==> config.mk <==
export PLATFORM = sky130hd
export DESIGN_NAME = circle_engine_flat
export DESIGN_NICKNAME = d
export VERILOG_FILES = /design/src/rtl/circle_pkg.sv /design/src/rtl/circle_engine_if.sv /design/src/rtl/circle_engine_stepper.sv /design/src/rtl/circle_engine.sv /design/src/flat_wrapper.sv
export SDC_FILE = /design/constraint.sdc
export NUM_CORES = 1
export LEC_CHECK = 0
export ABC_AREA = 0
export CORE_ASPECT_RATIO = 0.6
export CORE_MARGIN = 2
export CORE_UTILIZATION = 35
export CTS_CLUSTER_SIZE = 16
export DETAILED_ROUTE_END_ITERATION = 8
export GPL_TIMING_DRIVEN = 0
export PLACE_DENSITY = 0.49
export SLEW_MARGIN = 40
export SYNTH_ARGS = -nofsm -noshare
export SYNTH_HDL_FRONTEND = slang
export SYNTH_HIERARCHICAL = 1
export SYNTH_SLANG_ARGS = --single-unit
export TNS_END_PERCENT = 1
==> constraint.sdc <==
create_clock -name clk -period 4.52 [get_ports clk]
set_input_delay 0.452 -clock clk [delete_from_list [all_inputs] [get_ports clk]]
set_output_delay 0.452 -clock clk [all_outputs]
set_load 0.03 [all_outputs]
==> src/rtl/circle_pkg.sv <==
// Shared types and constants for the circle drawing engine.
package circle_pkg;

    typedef enum logic [1:0] {
        ST_IDLE = 2'd0,
        ST_OCT  = 2'd1,
        ST_SPAN = 2'd2,
        ST_DONE = 2'd3
    } state_e;

    localparam int         OCT_STEPS = 8;
    localparam logic [2:0] LAST_STEP = 3'(OCT_STEPS - 1);

endpackage

==> src/rtl/circle_engine_if.sv <==
// Draw request and pixel-write bus between a requester and circle_engine.
interface circle_engine_if #(
    parameter int X_W      = 8,
    parameter int Y_W      = 7,
    parameter int COLOUR_W = 3
) ();

    logic                start;
    logic [COLOUR_W-1:0] colour;
    logic [X_W-1:0]      centre_x;
    logic [Y_W-1:0]      centre_y;
    logic [X_W-1:0]      radius;
    logic                fill;
    logic [7:0]          octant_mask;
    logic                done;
    logic [X_W-1:0]      vga_x;
    logic [Y_W-1:0]      vga_y;
    logic [COLOUR_W-1:0] vga_colour;
    logic                vga_plot;

    modport master (
        output start, colour, centre_x, centre_y, radius, fill, octant_mask,
        input  done, vga_x, vga_y, vga_colour, vga_plot
    );

    modport slave (
        input  start, colour, centre_x, centre_y, radius, fill, octant_mask,
        output done, vga_x, vga_y, vga_colour, vga_plot
    );

endinterface

==> src/rtl/circle_engine_stepper.sv <==
// Midpoint circle stepper: holds ox/oy/crit and exposes the post-iteration values.
module bresenham_stepper #(
    parameter int W   = 10,
    parameter int R_W = 8
) (
    input  logic                clk,
    input  logic                rst_n,
    input  logic                load,
    input  logic                advance,
    input  logic [R_W-1:0]      radius,
    output logic signed [W-1:0] ox,
    output logic signed [W-1:0] oy,
    output logic signed [W-1:0] ox_nxt,
    output logic signed [W-1:0] oy_nxt,
    output logic                more
);

    localparam logic signed [W-1:0] ZERO = {W{1'b0}};
    localparam logic signed [W-1:0] ONE  = {{(W-1){1'b0}}, 1'b1};

    logic signed [W-1:0] ox_q, ox_d, oy_q, oy_d, crit_q, crit_d;
    logic signed [W-1:0] oy_inc, ox_adv, crit_adv, rad_ext;

    assign rad_ext = {{(W-R_W){1'b0}}, radius};

    // Decision-variable update using the already-incremented oy and ox.
    always_comb begin
        oy_inc = oy_q + ONE;
        if (crit_q <= ZERO) begin
            ox_adv   = ox_q;
            crit_adv = crit_q + oy_inc + oy_inc + ONE;
        end else begin
            ox_adv   = ox_q - ONE;
            crit_adv = crit_q + (oy_inc - ox_adv) + (oy_inc - ox_adv) + ONE;
        end
    end

    // Select load, advance or hold for the stepper registers.
    always_comb begin
        ox_d   = ox_q;
        oy_d   = oy_q;
        crit_d = crit_q;
        if (load) begin
            ox_d   = rad_ext;
            oy_d   = ZERO;
            crit_d = ONE - rad_ext;
        end else if (advance) begin
            ox_d   = ox_adv;
            oy_d   = oy_inc;
            crit_d = crit_adv;
        end else begin
            ox_d   = ox_q;
            oy_d   = oy_q;
            crit_d = crit_q;
        end
    end

    // Stepper state registers.
    always_ff @(posedge clk or negedge rst_n) begin
        if (!rst_n) begin
            ox_q   <= ZERO;
            oy_q   <= ZERO;
            crit_q <= ZERO;
        end else begin
            ox_q   <= ox_d;
            oy_q   <= oy_d;
            crit_q <= crit_d;
        end
    end

    assign ox     = ox_q;
    assign oy     = oy_q;
    assign ox_nxt = ox_adv;
    assign oy_nxt = oy_inc;
    assign more   = (oy_inc <= ox_adv);

endmodule

==> src/rtl/circle_engine.sv <==
// Circle engine: plots an octant-masked outline or a filled disc, one pixel per cycle.
module circle_engine
    import circle_pkg::*;
#(
    parameter int X_W      = 8,
    parameter int Y_W      = 7,
    parameter int COLOUR_W = 3,
    parameter int SCREEN_W = 160,
    parameter int SCREEN_H = 120
) (
    input  logic          clk,
    input  logic          rst_n,
    circle_engine_if.slave bus
);

    localparam int W = X_W + 2;
    localparam logic signed [W-1:0] ZERO  = {W{1'b0}};
    localparam logic signed [W-1:0] ONE   = {{(W-1){1'b0}}, 1'b1};
    localparam logic signed [W-1:0] LIM_X = W'(SCREEN_W);
    localparam logic signed [W-1:0] LIM_Y = W'(SCREEN_H);

    state_e              state_q, state_d;
    logic [COLOUR_W-1:0] colour_q, colour_d;
    logic signed [W-1:0] cx_q, cx_d, cy_q, cy_d, xi_q, xi_d;
    logic [7:0]          mask_q, mask_d;
    logic [2:0]          step_q, step_d;
    logic [1:0]          span_q, span_d;

    logic [X_W-1:0]      vga_x_q, vga_x_d;
    logic [Y_W-1:0]      vga_y_q, vga_y_d;
    logic [COLOUR_W-1:0] vga_colour_q, vga_colour_d;
    logic                vga_plot_q, vga_plot_d, done_q, done_d;

    logic signed [W-1:0] ox, oy, ox_nxt, oy_nxt, half, px, py;
    logic                more, st_load, span_end, iter_end, en, on_screen;

    assign st_load  = (state_q == ST_IDLE) && bus.start;
    // Spans 0/1 run over +-ox, spans 2/3 over +-oy.
    assign half     = (span_q[1] == 1'b0) ? ox : oy;
    assign span_end = (xi_q == half);
    assign iter_end = ((state_q == ST_OCT)  && (step_q == LAST_STEP)) ||
                      ((state_q == ST_SPAN) && (span_q == 2'd3) && span_end);

    bresenham_stepper #(.W(W), .R_W(X_W)) u_stepper (
        .clk     (clk),
        .rst_n   (rst_n),
        .load    (st_load),
        .advance (iter_end),
        .radius  (bus.radius),
        .ox      (ox),
        .oy      (oy),
        .ox_nxt  (ox_nxt),
        .oy_nxt  (oy_nxt),
        .more    (more)
    );

    // FSM state register.
    always_ff @(posedge clk or negedge rst_n) begin
        if (!rst_n) state_q <= ST_IDLE;
        else        state_q <= state_d;
    end

    // FSM next-state logic.
    always_comb begin
        state_d = state_q;
        case (state_q)
            ST_IDLE: begin
                if (bus.start) state_d = bus.fill ? ST_SPAN : ST_OCT;
                else           state_d = ST_IDLE;
            end
            ST_OCT, ST_SPAN: begin
                if (iter_end && !more) state_d = ST_DONE;
                else                   state_d = state_q;
            end
            ST_DONE: begin
                if (!bus.start) state_d = ST_IDLE;
                else            state_d = ST_DONE;
            end
            default: state_d = ST_IDLE;
        endcase
    end

    // Request latching and step/span/x counters.
    always_comb begin
        colour_d = colour_q;
        cx_d     = cx_q;
        cy_d     = cy_q;
        mask_d   = mask_q;
        step_d   = step_q;
        span_d   = span_q;
        xi_d     = xi_q;
        case (state_q)
            ST_IDLE: begin
                if (bus.start) begin
                    colour_d = bus.colour;
                    cx_d     = {{(W-X_W){1'b0}}, bus.centre_x};
                    cy_d     = {{(W-Y_W){1'b0}}, bus.centre_y};
                    mask_d   = bus.octant_mask;
                    step_d   = 3'd0;
                    span_d   = 2'd0;
                    xi_d     = ZERO - {{(W-X_W){1'b0}}, bus.radius};
                end else begin
                    step_d = step_q;
                end
            end
            ST_OCT: step_d = step_q + 3'd1;
            ST_SPAN: begin
                if (span_end) begin
                    span_d = span_q + 2'd1;
                    case (span_q)
                        2'd0:    xi_d = ZERO - ox;
                        2'd1:    xi_d = ZERO - oy;
                        2'd2:    xi_d = ZERO - oy;
                        default: xi_d = ZERO - ox_nxt;
                    endcase
                end else begin
                    xi_d = xi_q + ONE;
                end
            end
            default: step_d = step_q;
        endcase
    end

    // Datapath registers.
    always_ff @(posedge clk or negedge rst_n) begin
        if (!rst_n) begin
            colour_q <= {COLOUR_W{1'b0}};
            cx_q     <= ZERO;
            cy_q     <= ZERO;
            mask_q   <= 8'h00;
            step_q   <= 3'd0;
            span_q   <= 2'd0;
            xi_q     <= ZERO;
        end else begin
            colour_q <= colour_d;
            cx_q     <= cx_d;
            cy_q     <= cy_d;
            mask_q   <= mask_d;
            step_q   <= step_d;
            span_q   <= span_d;
            xi_q     <= xi_d;
        end
    end

    // FSM outputs: current pixel, clipping and done flag.
    always_comb begin
        px = cx_q;
        py = cy_q;
        en = 1'b0;
        case (state_q)
            ST_OCT: begin
                en = mask_q[step_q];
                case (step_q)
                    3'd0:    begin px = cx_q + ox; py = cy_q + oy; end
                    3'd1:    begin px = cx_q + oy; py = cy_q + ox; end
                    3'd2:    begin px = cx_q - ox; py = cy_q + oy; end
                    3'd3:    begin px = cx_q - oy; py = cy_q + ox; end
                    3'd4:    begin px = cx_q - ox; py = cy_q - oy; end
                    3'd5:    begin px = cx_q - oy; py = cy_q - ox; end
                    3'd6:    begin px = cx_q + ox; py = cy_q - oy; end
                    default: begin px = cx_q + oy; py = cy_q - ox; end
                endcase
            end
            ST_SPAN: begin
                en = 1'b1;
                px = cx_q + xi_q;
                case (span_q)
                    2'd0:    py = cy_q + oy;
                    2'd1:    py = cy_q - oy;
                    2'd2:    py = cy_q + ox;
                    default: py = cy_q - ox;
                endcase
            end
            default: en = 1'b0;
        endcase
        on_screen  = (px >= ZERO) && (px < LIM_X) && (py >= ZERO) && (py < LIM_Y);
        vga_plot_d = en && on_screen;
        if (en) begin
            vga_x_d      = px[X_W-1:0];
            vga_y_d      = py[Y_W-1:0];
            vga_colour_d = colour_q;
        end else begin
            vga_x_d      = vga_x_q;
            vga_y_d      = vga_y_q;
            vga_colour_d = vga_colour_q;
        end
        done_d = (state_d == ST_DONE);
    end

    // Registered pixel-write and done outputs.
    always_ff @(posedge clk or negedge rst_n) begin
        if (!rst_n) begin
            vga_x_q      <= {X_W{1'b0}};
            vga_y_q      <= {Y_W{1'b0}};
            vga_colour_q <= {COLOUR_W{1'b0}};
            vga_plot_q   <= 1'b0;
            done_q       <= 1'b0;
        end else begin
            vga_x_q      <= vga_x_d;
            vga_y_q      <= vga_y_d;
            vga_colour_q <= vga_colour_d;
            vga_plot_q   <= vga_plot_d;
            done_q       <= done_d;
        end
    end

    assign bus.vga_x      = vga_x_q;
    assign bus.vga_y      = vga_y_q;
    assign bus.vga_colour = vga_colour_q;
    assign bus.vga_plot   = vga_plot_q;
    assign bus.done       = done_q;

endmodule

==> src/flat_wrapper.sv <==
// flat-port wrapper written by rule: the top's interface ports become plain ports
module circle_engine_flat import circle_pkg::*;
#(
    parameter int X_W      = 8,
    parameter int Y_W      = 7,
    parameter int COLOUR_W = 3,
    parameter int SCREEN_W = 160,
    parameter int SCREEN_H = 120
)
  (clk, rst_n, bus_start, bus_colour, bus_centre_x, bus_centre_y, bus_radius, bus_fill, bus_octant_mask, bus_done, bus_vga_x, bus_vga_y, bus_vga_colour, bus_vga_plot);
  circle_engine_if #(.X_W(X_W), .Y_W(Y_W), .COLOUR_W(COLOUR_W)) bus_i ();
  input  logic clk;
  input  logic rst_n;
  input wire logic [$bits(bus_i.start)-1:0] bus_start;
  input wire logic [$bits(bus_i.colour)-1:0] bus_colour;
  input wire logic [$bits(bus_i.centre_x)-1:0] bus_centre_x;
  input wire logic [$bits(bus_i.centre_y)-1:0] bus_centre_y;
  input wire logic [$bits(bus_i.radius)-1:0] bus_radius;
  input wire logic [$bits(bus_i.fill)-1:0] bus_fill;
  input wire logic [$bits(bus_i.octant_mask)-1:0] bus_octant_mask;
  output wire logic [$bits(bus_i.done)-1:0] bus_done;
  output wire logic [$bits(bus_i.vga_x)-1:0] bus_vga_x;
  output wire logic [$bits(bus_i.vga_y)-1:0] bus_vga_y;
  output wire logic [$bits(bus_i.vga_colour)-1:0] bus_vga_colour;
  output wire logic [$bits(bus_i.vga_plot)-1:0] bus_vga_plot;
  assign bus_i.start = bus_start;
  assign bus_i.colour = bus_colour;
  assign bus_i.centre_x = bus_centre_x;
  assign bus_i.centre_y = bus_centre_y;
  assign bus_i.radius = bus_radius;
  assign bus_i.fill = bus_fill;
  assign bus_i.octant_mask = bus_octant_mask;
  assign bus_done = bus_i.done;
  assign bus_vga_x = bus_i.vga_x;
  assign bus_vga_y = bus_i.vga_y;
  assign bus_vga_colour = bus_i.vga_colour;
  assign bus_vga_plot = bus_i.vga_plot;
  circle_engine #(.X_W(X_W), .Y_W(Y_W), .COLOUR_W(COLOUR_W), .SCREEN_W(SCREEN_W), .SCREEN_H(SCREEN_H)) u_core (.clk(clk), .rst_n(rst_n), .bus(bus_i));
endmodule
==> run_1/layer_met3.png <==
Drawn at 1.5 px/µm.
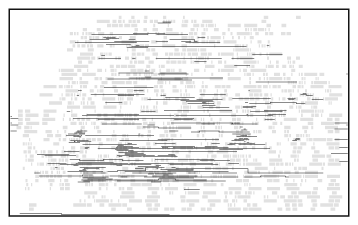
nets with wire on the layer	173
main direction	horizontal
longest straight run	115 µm
share of all routed wire	10%
routed wire length: 38.3 mm
met3 capacity usage during global routing: 0.0663
Vias: 9,910

==> run_1/flops_by_reg.png <==
Drawn at 1.5 px/µm. Other sequential cells in the stronger gray, the rest of the logic in the fainter gray.
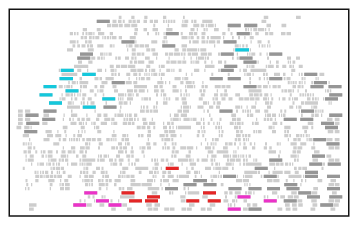
signal	color	sequential cells
u_core/bus.vga_y	magenta	7
u_core/u_stepper/oy	cyan	10
u_core/mask_q	red	8
not colored	68

==> run_1/clk_routes.png <==
Drawn at 2 px/µm.
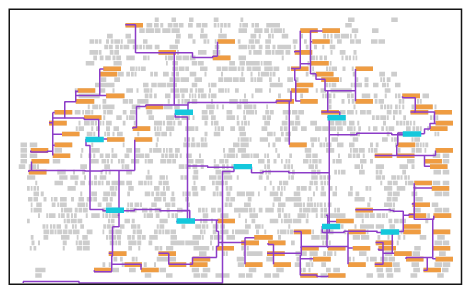
[clock drivers] cyan | count: 9
[flip-flops] orange | count: 93
[clock wires] purple | length: 1,700 µm
routed clock nets	10

==> summary.txt, run 1 <==
The implementation run finished. The run finished with clean final reports. Number of cells in Yosys stat landed at ~1,300. The critical path goes through ha_1 > xor2_2 > ha_1 > a21oi_1 > o21bai_1 > maj3_1 > xor2_1 > ha_1 > a21o_1 > a21o_1 > o31ai_1 > xnor2_1 > o22ai_1 > o31ai_1.

Total combinational power landed at 3.62 mW. On met2, the global router reports a usage of 0.304. The critical path's slowest stage uses the library cell sky130_fd_sc_hd__dfrtp_2.

The worst setup path is of the flip-flop to flip-flop kind. Total core area landed at 0.0288 mm². The most critical setup path has its startpoint at u_core/u_stepper/oy[0]$_DFFE_PN0P_.

The HPWL after detailed placement is 30.2 mm. Clock skew on the completed layout was measured at 0.0165 ns. The worst register-to-register path has a depth of 14. For the final routed database, the setup TNS stands at 0 ns. Measured against the total synthesized area, the mux share comes to 0.0698.

The cell-mix breakdown from Yosys lists the XOR/XNOR area share as 0.115. Quantity of I/O buffers inserted on ports landed at roughly 56. Setup repair after global routing left no endpoint under its margin.

Counting I/O delays and the setup requirement, the final critical path takes about 4.3 ns. Grouping non-sequential cells by family puts the most area in AND-OR/OR-AND gates. Between the synthesized netlist and the finished layout, the area growth was recorded as 14.3%.

The kind of cell with the highest combined delay along the critical path is adder cells. Global-route congestion overflow total landed at 0. Global routing met1 resource utilization landed at 0.421. Area share of and-or/or-and cells after synthesis landed at 0.221.

sky130_fd_sc_hd__dfrtp_1 takes more of the synthesized area than any other cell. RePlAce ended its routability-driven mode at a weighted congestion of 0.958. Remaining number of nets flagged by the antenna check after routing landed at 0. Total number of multi-input combinational cells landed at 1,025. Via count of the first global-routing pass landed at 8,886. Remaining design rule violation count landed at 0. The type recorded for the worst min-delay path is input pin to flip-flop.

The worst setup path is launched from a flip-flop. In the power breakdown, the biggest contributor is combinational cells. For this design, the sink count on the clock tree is between 90 and 100.

Non-clock inverter instance count of the final layout landed at ~80. The last timing report of the flow puts the setup violation total at 0. The worst pin sits at a relative slew slack of 0.450. In this design, the critical path's most frequently occurring cell is sky130_fd_sc_hd__ha_1.

Dividing the final minimum period by the clock period gives 0.955. Ranked by total cell area, the synthesized netlist is headed by sky130_fd_sc_hd__dfrtp_1 23%, sky130_fd_sc_hd__ha_1 11%, sky130_fd_sc_hd__xnor2_1 6.7%.
==> run 1: how the worst min path moves through the flow <==
stage                                               start                         endpoint  slack (ns)  depth (start not counted)
after CTS                                       bus_start      u_core/state_q[1]$_DFF_PN0_        0.45                          3
after global routing                            bus_start      u_core/state_q[1]$_DFF_PN0_        0.51                          3
final                                           bus_start      u_core/state_q[1]$_DFF_PN0_        0.47                          3
after global placement    u_core/bus.vga_x[2]$_DFFE_PN0P_  u_core/bus.vga_x[2]$_DFFE_PN0P_        0.47                          2
after floorplan                                     rst_n        u_core/bus.done$_DFF_PN0_        0.16                          0
after detailed placement                            rst_n  u_core/bus.vga_y[6]$_DFFE_PN0P_        0.33                          1
==> run 2, diff against run 1 <==
Settings changed: ABC_AREA 0 to not set, ABC_CLOCK_PERIOD_IN_PS set to 4520.
==> summary.txt, run 2 <==
The implementation run finished. Outcome: finished clean (unchanged). The total wire length after detailed routing is 38.3 mm (unchanged). Via count of the first global-routing pass landed at 8,886 (unchanged). The area growth from synthesis to layout is 14.3% (unchanged). Final setup TNS landed at 0 ns (unchanged). The biggest area consumer among synthesized cells was sky130_fd_sc_hd__dfrtp_1 (unchanged).

Relative contribution of combinational cells to total power landed at 0.614 (about the same). Height of the die landed at 137 µm (unchanged). The placement-stage cell area is 0.0114 mm² (unchanged). The cell with the most instances on the worst path is sky130_fd_sc_hd__ha_1 (unchanged). Minimum clock period after layout landed at 4.32 ns (unchanged). Quantity of I/O buffers inserted on ports landed at 56 (unchanged).

The number of ports placed on the die boundary came to 58 (unchanged). The number of cells in Yosys stat came to 1,266 (unchanged). The count of yosys warnings during synthesis was 6 (unchanged). The utilization after layout came to 0.408 (unchanged). The root cell of the clock tree was sky130_fd_sc_hd__clkbuf_16 (unchanged). The routed length on met1 is 20.7 mm (unchanged). CP cell instances: ha_1 > xor2_2 > ha_1 > a21oi_1 > o21bai_1 > maj3_1 > xor2_1 > ha_1 > a21o_1 > a21o_1 > o31ai_1 > xnor2_1 > o22ai_1 > o31ai_1 (unchanged). The global-route congestion overflow total came to 0 (unchanged). Part of the power in registers landed at 0.226 (about the same). Power dissipated in the clock network landed at 0.942 mW (about the same).

Power consumption landed at 5.89 mW (unchanged). The relative slew slack is 0.450 (unchanged). The startpoint of the worst setup timing path was u_core/u_stepper/oy[0]$_DFFE_PN0P_ (unchanged).

Setup repair after global routing missed its margin: false (unchanged). The cell with the biggest individual delay on the critical path is sky130_fd_sc_hd__dfrtp_2 (unchanged). Count of instances resized after the clock tree is built landed at 10 (unchanged). Top Layout Cells: 115 x sky130_fd_sc_hd__nand2_1, 103 x sky130_fd_sc_hd__nor2_1, 97 x sky130_fd_sc_hd__o21ai_0, 92 x sky130_fd_sc_hd__ha_1, 89 x sky130_fd_sc_hd__dfrtp_1 (unchanged). Overall via count from detail_route landed at 9,910 (unchanged). The total combinational power came to 3.62 mW (about the same). Final clock period utilization by the worst path landed at 0.955 (unchanged). The critical path class is flip-flop to flip-flop (unchanged). Critical-path maximum fanout landed at 14 (unchanged). Global routing met2 resource utilization landed at 0.304 (unchanged).

The post-route clock skew came to 0.0165 ns (unchanged). The largest net degree at the start of global routing is 69 (unchanged). The power drawn by the sequential cells is 1.33 mW (about the same). Gate count after technology mapping landed at 1,266 (unchanged). Half-perimeter wire length after detailed placement landed at 30.2 mm (unchanged). The kind of cell adding the most delay to the critical path was adder cells (unchanged). Slew at the pin closest to its max-slew limit landed at 0.824 ns (unchanged). Minimum setup slack among reg-to-reg paths landed at 0.20 ns (about the same). The number of register bits inferred by synthesis is 93 (unchanged).

The warning total across the stage logs was 53 (unchanged). Total leakage power landed at 4.95 nW (unchanged). The cell area after synthesis came to 0.0103 mm² (unchanged). The worst hold endpoint is u_core/state_q[1]$_DFF_PN0_ (unchanged).

The worst reg2reg path depth came to 14 (unchanged). The TritonCTS clock tree is done (unchanged). Final-report setup violation count landed at 0 (unchanged). The post-CTS setup repair buffer count is 0 (unchanged). Leading post-synthesis cells by cell area: sky130_fd_sc_hd__dfrtp_1 23%, sky130_fd_sc_hd__ha_1 11%, sky130_fd_sc_hd__xnor2_1 6.7% (unchanged).

Peak per-stage delay on the critical path landed at 0.66 ns (about the same). The floorplan core density came to 0.357 (unchanged). Share of async-settable or async-resettable flops after synthesis landed at 1.00 (unchanged). The total core area is 0.0288 mm² (unchanged). The remaining design rule violation count came to 0 (unchanged).

Remaining number of nets flagged by the antenna check after routing landed at 0 (unchanged). The class of the tightest hold or removal check is input pin to flip-flop (unchanged). Met3 usage landed at 0.0663 (unchanged).

The number of stages on the worst hold path came to 3 (unchanged). The startpoint kind of the worst setup timing path is a flip-flop (unchanged). Final weighted congestion in routability-driven placement landed at 0.958 (unchanged). The top power consumer group is combinational cells (unchanged). CTS buffer count landed at 9 (unchanged). Minimum hold slack landed at 0.466 ns (unchanged). Routed length on met2 landed at 13.4 mm (unchanged). The total instance count after detailed placement came to 1,698 (unchanged). The clock net sink count came to 93 (unchanged). Global routing met1 resource utilization landed at 0.421 (unchanged). The area enclosed by the die boundary came to 0.0308 mm² (unchanged). The launch point of the worst hold path is bus_start (unchanged).

Number of hold-repair buffers added at the cts stage landed at 1 (unchanged).
-- run 2: cell counts after synthesis --
No cell type changed its count.
-- run 2: cell type report --
| type | count | area [µm²] |
|---|---|---|
| multi-input cells | 1025 | 7400 |
| fillers | 2991 | 17100 |
| plain buffers | 69 | 307 |
| clock inverters | 7 | 126 |
| well taps | 375 | 469 |
| flip-flops and latches | 93 | 2330 |
| diodes | 2 | 5.00 |
| repair buffers | 58 | 603 |
| inverters | 78 | 293 |
| clock buffers | 9 | 225 |
-- run 2: logic make-up after synthesis --
| kind of cell | share of synthesized area |
|---|---|
| and+or+nand+nor | 0.178 |
| AOI/OAI and AO/OA | 0.221 |
| buffers and inverters | 0.0579 |
| xor gates and xnor gates | 0.115 |
| adders and majority gates | 0.132 |
| DFF | 0.226 |
| muxes | 0.0698 |
==> run_2/wires.png <==
Drawn at 1.5 px/µm.
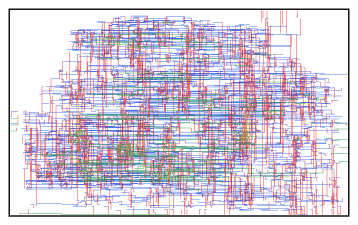
layer	color	wire length
metal 1	blue	20.7 mm
metal 2	red	13,400 µm
metal 3	green	3,880 µm
metal 4	orange	360 µm

==> run_2/clk_routes.png <==
Drawn at 2 px/µm.
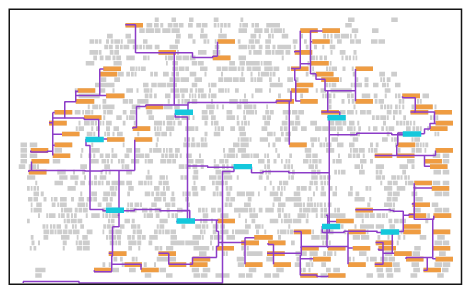
[flip-flops] orange | count: 93
[clock drivers] cyan | count: 9
[clock wires] purple | length: 1,700 µm
flops lie	spread over the die
routed clock nets	10

==> run 3, diff against run 2 <==
Settings changed: ABC_CLOCK_PERIOD_IN_PS 4520 to 4200, CORE_UTILIZATION 35 to 50, GPL_ROUTABILITY_DRIVEN set to 1, PLACE_DENSITY 0.49 to 0.67.
Clock period 4.52 ns to 4.2 ns, I/O delays scaled along.
==> summary.txt, run 3 <==
The implementation run finished. The TritonCTS clock tree is done (unchanged). The biggest area consumer among synthesized cells is sky130_fd_sc_hd__dfrtp_1 (unchanged). The final weighted congestion in routability-driven placement came to 1.04 (was 0.958). Floorplan core density landed at 0.513 (was 0.357).

The cell area after synthesis came to 0.0103 mm² (unchanged). Outcome: finished clean (unchanged). The critical path class was flip-flop to flip-flop (unchanged). The remaining number of nets flagged by the antenna check after routing is 0 (unchanged). Post-route clock skew landed at 0.0168 ns (was 0.0165 ns). The routed length on met1 is 17.4 mm (was 20.7 mm). CP cell instances: inv_1 > ha_1 > or3b_2 > nand2_1 > o21ai_0 > a2111oi_1 > a21oi_1 > ha_1 > o21a_1 > o31a_1 > o21a_1 > o21ai_0 > nand2b_1 > a21oi_1 > xnor2_1 > nand4_1 > nor4b_2 (was ha_1 > xor2_2 > ha_1 > a21oi_1 > o21bai_1 > maj3_1 > xor2_1 > ha_1 > a21o_1 > a21o_1 > o31ai_1 > xnor2_1 > o22ai_1 > o31ai_1). Area enclosed by the die boundary landed at 0.0218 mm² (was 0.0308 mm²). The routed length on met2 came to 12.7 mm (was 13.4 mm). Warning total across the stage logs landed at 54 (was 53). The global-route congestion overflow total was 0 (unchanged). The power consumption came to 6.20 mW (was 5.89 mW). Worst reg2reg path depth landed at 17 (was 14). The critical-path maximum fanout was 10 (was 14). The total core area came to 0.0201 mm² (was 0.0288 mm²). The startpoint kind of the worst setup timing path is a flip-flop (unchanged). Placement-stage cell area landed at 0.0112 mm² (was 0.0114 mm²). Via count of the first global-routing pass landed at 9,047 (was 8,886). Number of register bits inferred by synthesis landed at 93 (unchanged).

Area share of and/or/nand/nor cells after synthesis landed at 0.178 (unchanged). The slew at the pin closest to its max-slew limit was 0.854 ns (was 0.824 ns). CTS buffer count landed at 9 (unchanged).

Height of the die landed at 115 µm (was 137 µm). Sequential cell area landed at 0.00234 mm² (was 0.00233 mm²). Area share of and-or/or-and cells after synthesis landed at 0.221 (unchanged). Number of ports placed on the die boundary landed at 58 (unchanged). The count of yosys warnings during synthesis came to 6 (unchanged).

The antenna cell count came to 0 (was 2). Leading post-synthesis cells by cell area: sky130_fd_sc_hd__dfrtp_1 23%, sky130_fd_sc_hd__ha_1 11%, sky130_fd_sc_hd__xnor2_1 6.7% (unchanged). The startpoint of the worst setup timing path was u_core/u_stepper/ox[1]$_DFFE_PN0P_ (was u_core/u_stepper/oy[0]$_DFFE_PN0P_). Number of stages on the worst hold path landed at 3 (unchanged).

The relative slew slack was 0.428 (was 0.450). The root cell of the clock tree was sky130_fd_sc_hd__clkbuf_16 (unchanged). Total instance count after detailed placement landed at 1,596 (was 1,698). The minimum clock period after layout came to 4.16 ns (was 4.32 ns).

Number of cells in Yosys stat landed at 1,266 (unchanged). The dominant kind of combinational cell was AND-OR/OR-AND gates (unchanged). Largest net degree at the start of global routing landed at 59 (was 69).

The gate count after technology mapping was 1,266 (unchanged). Setup repair after global routing missed its margin: true (was false). Minimum setup slack among reg-to-reg paths landed at 0.04 ns (was 0.20 ns). Top Layout Cells: 115 x sky130_fd_sc_hd__nand2_1, 102 x sky130_fd_sc_hd__nor2_1, 96 x sky130_fd_sc_hd__o21ai_0, 89 x sky130_fd_sc_hd__ha_1, 87 x sky130_fd_sc_hd__dfrtp_1 (was 115 x sky130_fd_sc_hd__nand2_1, 103 x sky130_fd_sc_hd__nor2_1, 97 x sky130_fd_sc_hd__o21ai_0, 92 x sky130_fd_sc_hd__ha_1, 89 x sky130_fd_sc_hd__dfrtp_1). Area growth from synthesis to layout landed at 13.1% (was 14.3%). Share of async-settable or async-resettable flops after synthesis landed at 1.00 (unchanged). Minimum hold slack landed at 0.439 ns (was 0.466 ns). Area taken by multi-input logic gates landed at 0.00745 mm² (was 0.00740 mm²). Total wire length after detailed routing landed at 36.5 mm (was 38.3 mm). The kind of cell adding the most delay to the critical path is AND-OR/OR-AND gates (was adder cells). The cell with the biggest individual delay on the critical path was sky130_fd_sc_hd__dfrtp_1 (was sky130_fd_sc_hd__dfrtp_2). The fill cell instance count of the final layout came to 1,867 (was 2,991).
## run 3: final cells by class
class	instances	share of cell area
well taps	273	0.0294
inverters	78	0.0252
repair buffers	59	0.0525
plain buffers	68	0.0271
clock buffers	11	0.0217
multi-input cells	1025	0.640
flip-flops and latches	93	0.201
clock inverters	4	0.00269
## run 3: report_power, final
group / total [mW] / switching [mW] / leakage [nW] / internal (mW)
clock: 0.830 / 0.396 / 0.142 / 0.434
sequential: 1.44 / 0.313 / 1.14 / 1.13
combinational: 3.93 / 2.28 / 3.65 / 1.65
total: 6.20 / 2.99 / 4.93 / 3.21
## run 3: repair_timing
action	CTS	global route
gates resized	14	27
pin swaps	0	1
hold endpoints to repair	35	0
setup endpoints to repair	4	10
buffers inserted	0	1
hold buffers	1	0
==> run_3/wires.png <==
Drawn at 2 px/µm.
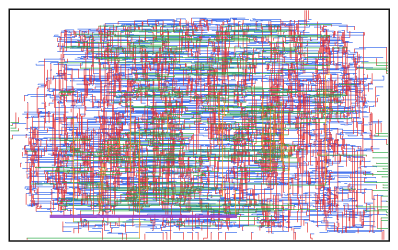
layer	color	wire length
metal 4	orange	524 µm
metal 2	red	12,700 µm
metal 5	purple	92.0 µm
metal 1	blue	17,400 µm
metal 3	green	5,700 µm

==> run_3/congestion.png <==
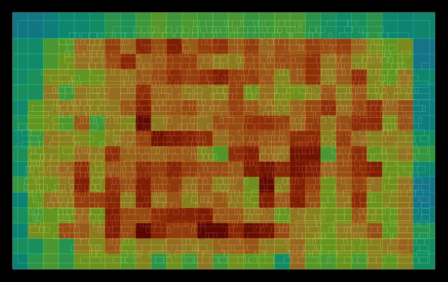
met3 capacity usage during global routing: 0.135
met1 usage: 0.533
met2 Track Usage GR: 0.408

Power and IR drop assume default switching activity.
